## src/rtl/keypad_scanner_if.sv

```systemverilog
// Keypad scanner pin and key-code bundle: row/col at the board pins,
// key/key_valid/key_held toward the display stage.
interface keypad_scanner_if;
    logic [3:0] row;
    logic [3:0] col;
    logic [3:0] key;
    logic       key_valid;
    logic       key_held;

    modport master (input row, output col, key, key_valid, key_held);
    modport slave  (output row, input col, key, key_valid, key_held);
endinterface

```

## src/rtl/keypad_scanner.sv

```systemverilog
// 4x4 matrix keypad scanner: one-hot column drive, debounced press and
// release, one key_valid strobe per physical press, no rollover.
module keypad_scanner #(
    parameter int SCAN_CYCLES     = 1024,
    parameter int DEBOUNCE_CYCLES = 20000
) (
    input  logic              clk,
    input  logic              reset,
    keypad_scanner_if.master  kp
);
    localparam int SW = $clog2(SCAN_CYCLES);
    localparam int DW = $clog2(DEBOUNCE_CYCLES);
    localparam logic [SW-1:0] SLOT_LAST = SW'(SCAN_CYCLES - 1);
    localparam logic [DW-1:0] DB_LAST   = DW'(DEBOUNCE_CYCLES - 1);

    typedef enum logic [1:0] {SCAN, DEBOUNCE, HELD} state_t;

    state_t        state_q;
    logic [3:0]    row_s1_q, row_s_q;
    logic [3:0]    col_q;
    logic [SW-1:0] slot_q;
    logic [DW-1:0] cnt_q;
    logic [1:0]    row_idx_q, col_idx_q;
    logic [3:0]    key_q;
    logic          key_valid_q, key_held_q;
    logic          bit_s;

    function automatic logic [3:0] rot(input logic [3:0] c);
        return {c[2:0], c[3]};
    endfunction

    function automatic logic [1:0] low_idx(input logic [3:0] v);
        if (v[0])      return 2'd0;
        else if (v[1]) return 2'd1;
        else if (v[2]) return 2'd2;
        else           return 2'd3;
    endfunction

    function automatic logic [3:0] keymap(input logic [1:0] r, input logic [1:0] c);
        case ({r, c})
            4'd0:  return 4'h1;  4'd1:  return 4'h2;  4'd2:  return 4'h3;  4'd3:  return 4'hA;
            4'd4:  return 4'h4;  4'd5:  return 4'h5;  4'd6:  return 4'h6;  4'd7:  return 4'hB;
            4'd8:  return 4'h7;  4'd9:  return 4'h8;  4'd10: return 4'h9;  4'd11: return 4'hC;
            4'd12: return 4'hE;  4'd13: return 4'h0;  4'd14: return 4'hF;  default: return 4'hD;
        endcase
    endfunction

    // Only the latched row of the frozen column matters once a key is seen.
    assign bit_s = row_s_q[row_idx_q];

    always_ff @(posedge clk or negedge reset) begin
        if (!reset) begin
            state_q     <= SCAN;
            row_s1_q    <= '0;
            row_s_q     <= '0;
            col_q       <= 4'b0001;
            slot_q      <= '0;
            cnt_q       <= '0;
            row_idx_q   <= '0;
            col_idx_q   <= '0;
            key_q       <= '0;
            key_valid_q <= 1'b0;
            key_held_q  <= 1'b0;
        end else begin
            row_s1_q    <= kp.row;
            row_s_q     <= row_s1_q;
            key_valid_q <= 1'b0;
            case (state_q)
                SCAN: begin
                    if (slot_q == SLOT_LAST) begin
                        slot_q <= '0;
                        // Sampling only at slot end gives the column time to settle.
                        if (|row_s_q) begin
                            row_idx_q <= low_idx(row_s_q);
                            col_idx_q <= low_idx(col_q);
                            cnt_q     <= '0;
                            state_q   <= DEBOUNCE;
                        end else begin
                            col_q <= rot(col_q);
                        end
                    end else begin
                        slot_q <= slot_q + SW'(1);
                    end
                end
                DEBOUNCE: begin
                    if (!bit_s) begin
                        state_q <= SCAN;
                        cnt_q   <= '0;
                        slot_q  <= '0;
                        col_q   <= rot(col_q);
                    end else if (cnt_q == DB_LAST) begin
                        state_q     <= HELD;
                        cnt_q       <= '0;
                        key_q       <= keymap(row_idx_q, col_idx_q);
                        key_valid_q <= 1'b1;
                        key_held_q  <= 1'b1;
                    end else begin
                        cnt_q <= cnt_q + DW'(1);
                    end
                end
                HELD: begin
                    if (bit_s) begin
                        cnt_q <= '0;
                    end else if (cnt_q == DB_LAST) begin
                        state_q    <= SCAN;
                        cnt_q      <= '0;
                        slot_q     <= '0;
                        key_held_q <= 1'b0;
                        col_q      <= rot(col_q);
                    end else begin
                        cnt_q <= cnt_q + DW'(1);
                    end
                end
                default: state_q <= SCAN;
            endcase
        end
    end

    assign kp.col       = col_q;
    assign kp.key       = key_q;
    assign kp.key_valid = key_valid_q;
    assign kp.key_held  = key_held_q;
endmodule

```

## src/flat_wrapper.sv

```systemverilog
// flat-port wrapper written by rule: the top's interface ports become plain ports
module keypad_scanner_flat 
#(
    parameter int SCAN_CYCLES     = 1024,
    parameter int DEBOUNCE_CYCLES = 20000
)
  (clk, reset, kp_row, kp_col, kp_key, kp_key_valid, kp_key_held);
  keypad_scanner_if kp_i ();
  input  logic clk;
  input  logic reset;
  input wire logic [$bits(kp_i.row)-1:0] kp_row;
  output wire logic [$bits(kp_i.col)-1:0] kp_col;
  output wire logic [$bits(kp_i.key)-1:0] kp_key;
  output wire logic [$bits(kp_i.key_valid)-1:0] kp_key_valid;
  output wire logic [$bits(kp_i.key_held)-1:0] kp_key_held;
  assign kp_i.row = kp_row;
  assign kp_col = kp_i.col;
  assign kp_key = kp_i.key;
  assign kp_key_valid = kp_i.key_valid;
  assign kp_key_held = kp_i.key_held;
  keypad_scanner #(.SCAN_CYCLES(SCAN_CYCLES), .DEBOUNCE_CYCLES(DEBOUNCE_CYCLES)) u_core (.clk(clk), .reset(reset), .kp(kp_i));
endmodule
```

## config.mk

```make
export PLATFORM = sky130hd
export DESIGN_NAME = keypad_scanner_flat
export DESIGN_NICKNAME = d
export VERILOG_FILES = /design/src/rtl/keypad_scanner_if.sv /design/src/rtl/keypad_scanner.sv /design/src/flat_wrapper.sv
export SDC_FILE = /design/constraint.sdc
export NUM_CORES = 1
export LEC_CHECK = 0
export CORE_UTILIZATION = 55
export CTS_BUF_LIST = sky130_fd_sc_hd__clkbuf_4 sky130_fd_sc_hd__clkbuf_8
export CTS_CLUSTER_SIZE = 16
export DETAILED_ROUTE_END_ITERATION = 12
export PLACE_DENSITY = 0.74
export SYNTH_ARGS = -nofsm -noshare
export SYNTH_HDL_FRONTEND = slang
export SYNTH_SLANG_ARGS = --single-unit
```

## constraint.sdc

```tcl
create_clock -name clk -period 2.9 [get_ports clk]
set_input_delay 0.58 -clock clk [delete_from_list [all_inputs] [get_ports clk]]
set_output_delay 0.58 -clock clk [all_outputs]
set_load 0.01 [all_outputs]
```

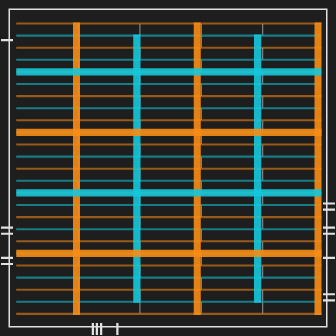
Fig. 1. PDN straps and rails.
Pins as bars on the die edge. Tap cells in gray.
Cyan shows VDD. Orange shows VSS.
25 met1 rails follow the rows. 52 tap cells. The core has 24 rows. 4 straps on met5.
highest ir drop seen on vdd: 0.000299 V
core outline area: 4470 um^2
die x size: 71.0 um

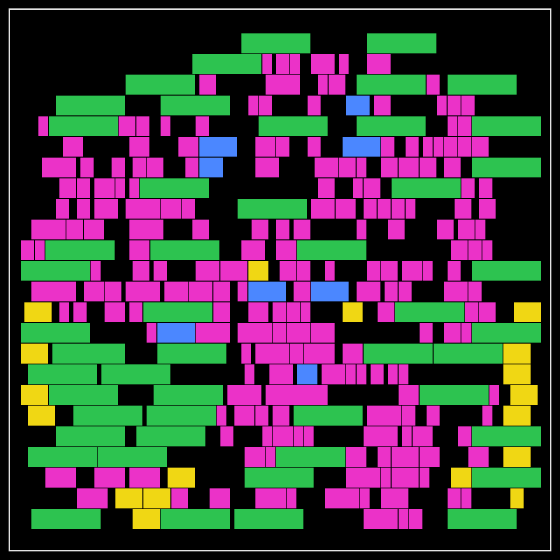
Fig. 2. Placed cells, one color a class.
Yellow shows remaining buffers and delay cells, cells 18, share of their area 5.9%. Green shows sequential cells, cells 49, share of their area 43%. Blue shows clock drivers and dummy loads, cells 8, share of their area 3.3%. Magenta shows remaining logic cells, cells 206, share of their area 47%.
Site Rows: 24
fraction of the core area covered by cells at the end of the flow: 0.646
total non-filler cell area in the finished layout: 2890 um^2
flop share of the area: 0.425

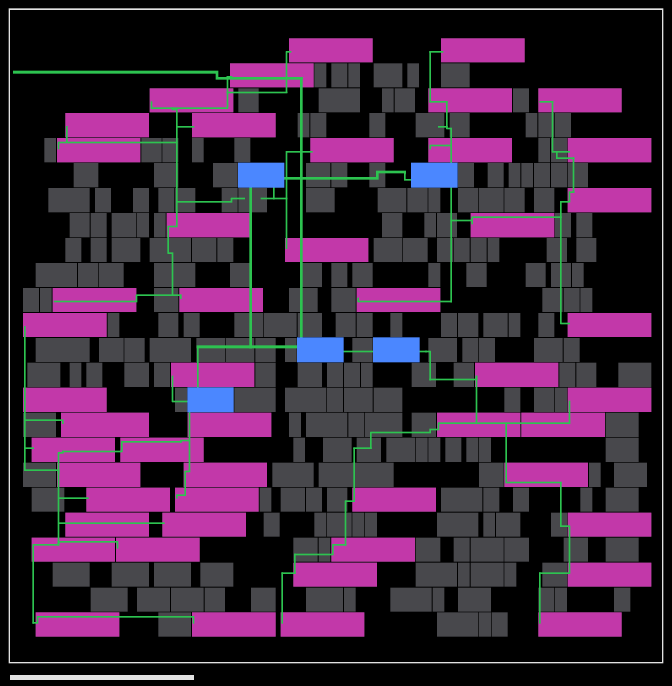
Fig. 3. Clock network drawn from the DEF.
The bar under the picture is 20 um long.
Green shows clock wires, length 549 um. Magenta shows flip-flops, count 49. Blue shows clock-net drivers, count 5.
Position of the flops: all over the die.
Max Clock Skew: 0.00654 ns
clock network fraction of design power: 0.366
worst-skew pair later-pin latency: 0.30 ns

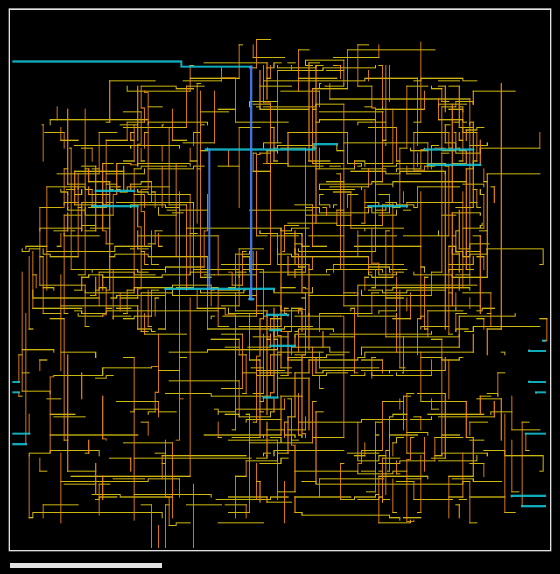
Fig. 4. Metal layers overlaid.
The bar under the picture is 20 um long.
Cyan shows M3, wire length 123 um. Blue shows M4, wire length 49.0 um. Orange shows M2, wire length 2,280 um. Yellow shows M1, wire length 2,380 um.
total routing resource utilization after global routing: 0.205
Routed Wire Length: 4840 um
Vias: 1,996

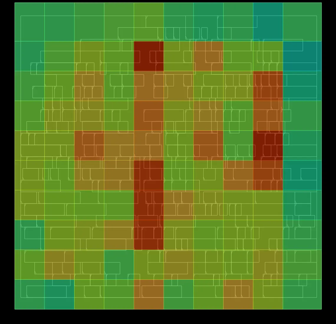
Fig. 5. Routing congestion.
met3 Track Usage GR: 0.0456
post-DR wirelength/cell: 14.5 um

==> impl_metrics.json <==
{
  "common_cells": "dfrtp_1 (48), nand2_1 (23), o21ai_0 (16)",
  "count_of_pins_on_the_block_boundary": 16,
  "finalCritPeriodShare": 0.877,
  "critical_path_required_ns": 3.12,
  "totalPowerFinal_uw": 1130,
  "post-cts-setup-buffer-count": 0,
  "post_drt_via_cell_ratio": 5.99,
  "timing_worst_setup_path_type": "flip-flop to flip-flop",
  "synth.yosys.chip_area_um2": 2620,
  "synth.yosys.seq_area_share": 0.468,
  "netlist.area_leader.share": 0.458,
  "tightest_slew_ns": 0.529,
  "cts_buffer_depth": 2,
  "yosys_cell_count": 268,
  "final_weighted_congestion_of_routability_driven_global_placement": 0.759,
  "depth_of_the_cts_h_tree": 2,
  "synthTopLogicFamily": "simple AND/OR/NAND/NOR gates",
  "dpl-instance-area_um2": 2800,
  "top_cell": "dfrtp_1",
  "max-slew-margin-rel": 0.647,
  "synthArstFlopShare": 1.00,
  "synthDistinctLibCells": 48,
  "fmaxAchievable_mhz": 393,
  "fp.dieArea_um2": 5050,
  "synth-seq-cells": 49,
  "finalSetupViolCount": 0,
  "grt_antenna_before_repair": 0,
  "clock_tree_from_tritoncts": "yes",
  "area.growth.synth_to_final_pct": 10.3,
  "diodes_inserted": 0,
  "timing.hold.worst.class": "primary input to async pin",
  "layout_top_cells_excl_fill_tap": "dfrtp_1 (48), nand2_1 (23), o21ai_0 (16)",
  "fp_util": 0.586,
  "clock_sink_count": 49,
  "yosys.area.top_type": "dfrtp_1",
  "result_of_the_run": "complete, no violations",
  "drt_iter0_drc": 141,
  "maxCapViolations": 0,
  "place_worst_setup_slack_ns": 0.362,
  "drtAntennaViolNets": 0,
  "topCellsByArea": "dfrtp_1 (46%), ha_1 (5.3%), o31ai_1 (3.4%)",
  "min_period_ns": 2.54,
  "finalMaxSlewViolations": 0,
  "design.final.nets": 297,
  "fin_setup_tns_ns": 0,
  "flop_cell": "dfrtp_1",
  "timing.critical_path.from_type": "flip-flop",
  "dp_hpwl_um": 3490
}
critical path, stage by stage, from the launching register on:
cell and delay, ns:
dfrtp_1 0.53, mux4_2 0.61, and2_4 0.21, o22a_1 0.34, or3_1 0.52, o31ai_2 0.25
routing by layer:
metal,global-route usage,vias to the layer above,wire [um]
met3,0.0456,4,123
met5,0,-,0
li1,-,1011,-
met1,0.288,947,2380
met4,0.0556,0,48
met2,0.324,34,2280
report_power, final:
group	internal (uW)	switching (uW)	leakage [uW]
clock network	174	239	0.0000447
registers	688	3.24	0.000648
logic	8.03	15.7	0.000535
final cells by class:
type	count	area [um^2]	share of cell area
Tap cell	52	65.1	0.0225
Inverter	12	45.0	0.0156
Sequential cell	49	1230	0.425
Clock buffer	5	68.8	0.0238
Clock inverter	3	25.0	0.00866
Multi-Input combinational cell	194	1290	0.447
Timing Repair Buffer	18	168	0.0580
worst paths after layout:
| check | slack [ns] | to | cells past startpoint | startpoint |
|---|---|---|---|---|
| max | 0.36 | u_core.slot_q[9] | 5 | u_core.row_idx_q[0] |
| min | 0.24 | u_core.kp.key[1] | 1 | reset |
| max reg2reg | 0.36 | u_core.slot_q[9] | 5 | u_core.row_idx_q[0] |
| min reg2reg | 0.36 | u_core.row_s_q[1] | 0 | u_core.row_s1_q[1] |
| max in group asynchronous | 1.89 | u_core.kp.col[0] | 2 | reset |
| min in group clk | 0.36 | u_core.row_s_q[1] | 0 | u_core.row_s1_q[1] |
state kept, by name, indices dropped and copies added, names as in the netlist:
signal and count:
u_core.kp.key 4, u_core.kp.key_valid 1, u_core.row_s_q 4, u_core.kp.key_held 1
u_core.slot_q 10, u_core.row_idx_q 2, u_core.cnt_q 15, u_core.state_q 2
u_core.row_s1_q 4, u_core.kp.col 4, u_core.col_idx_q 2
Power figures rest on the tool's default switching activity, not on a simulated workload.
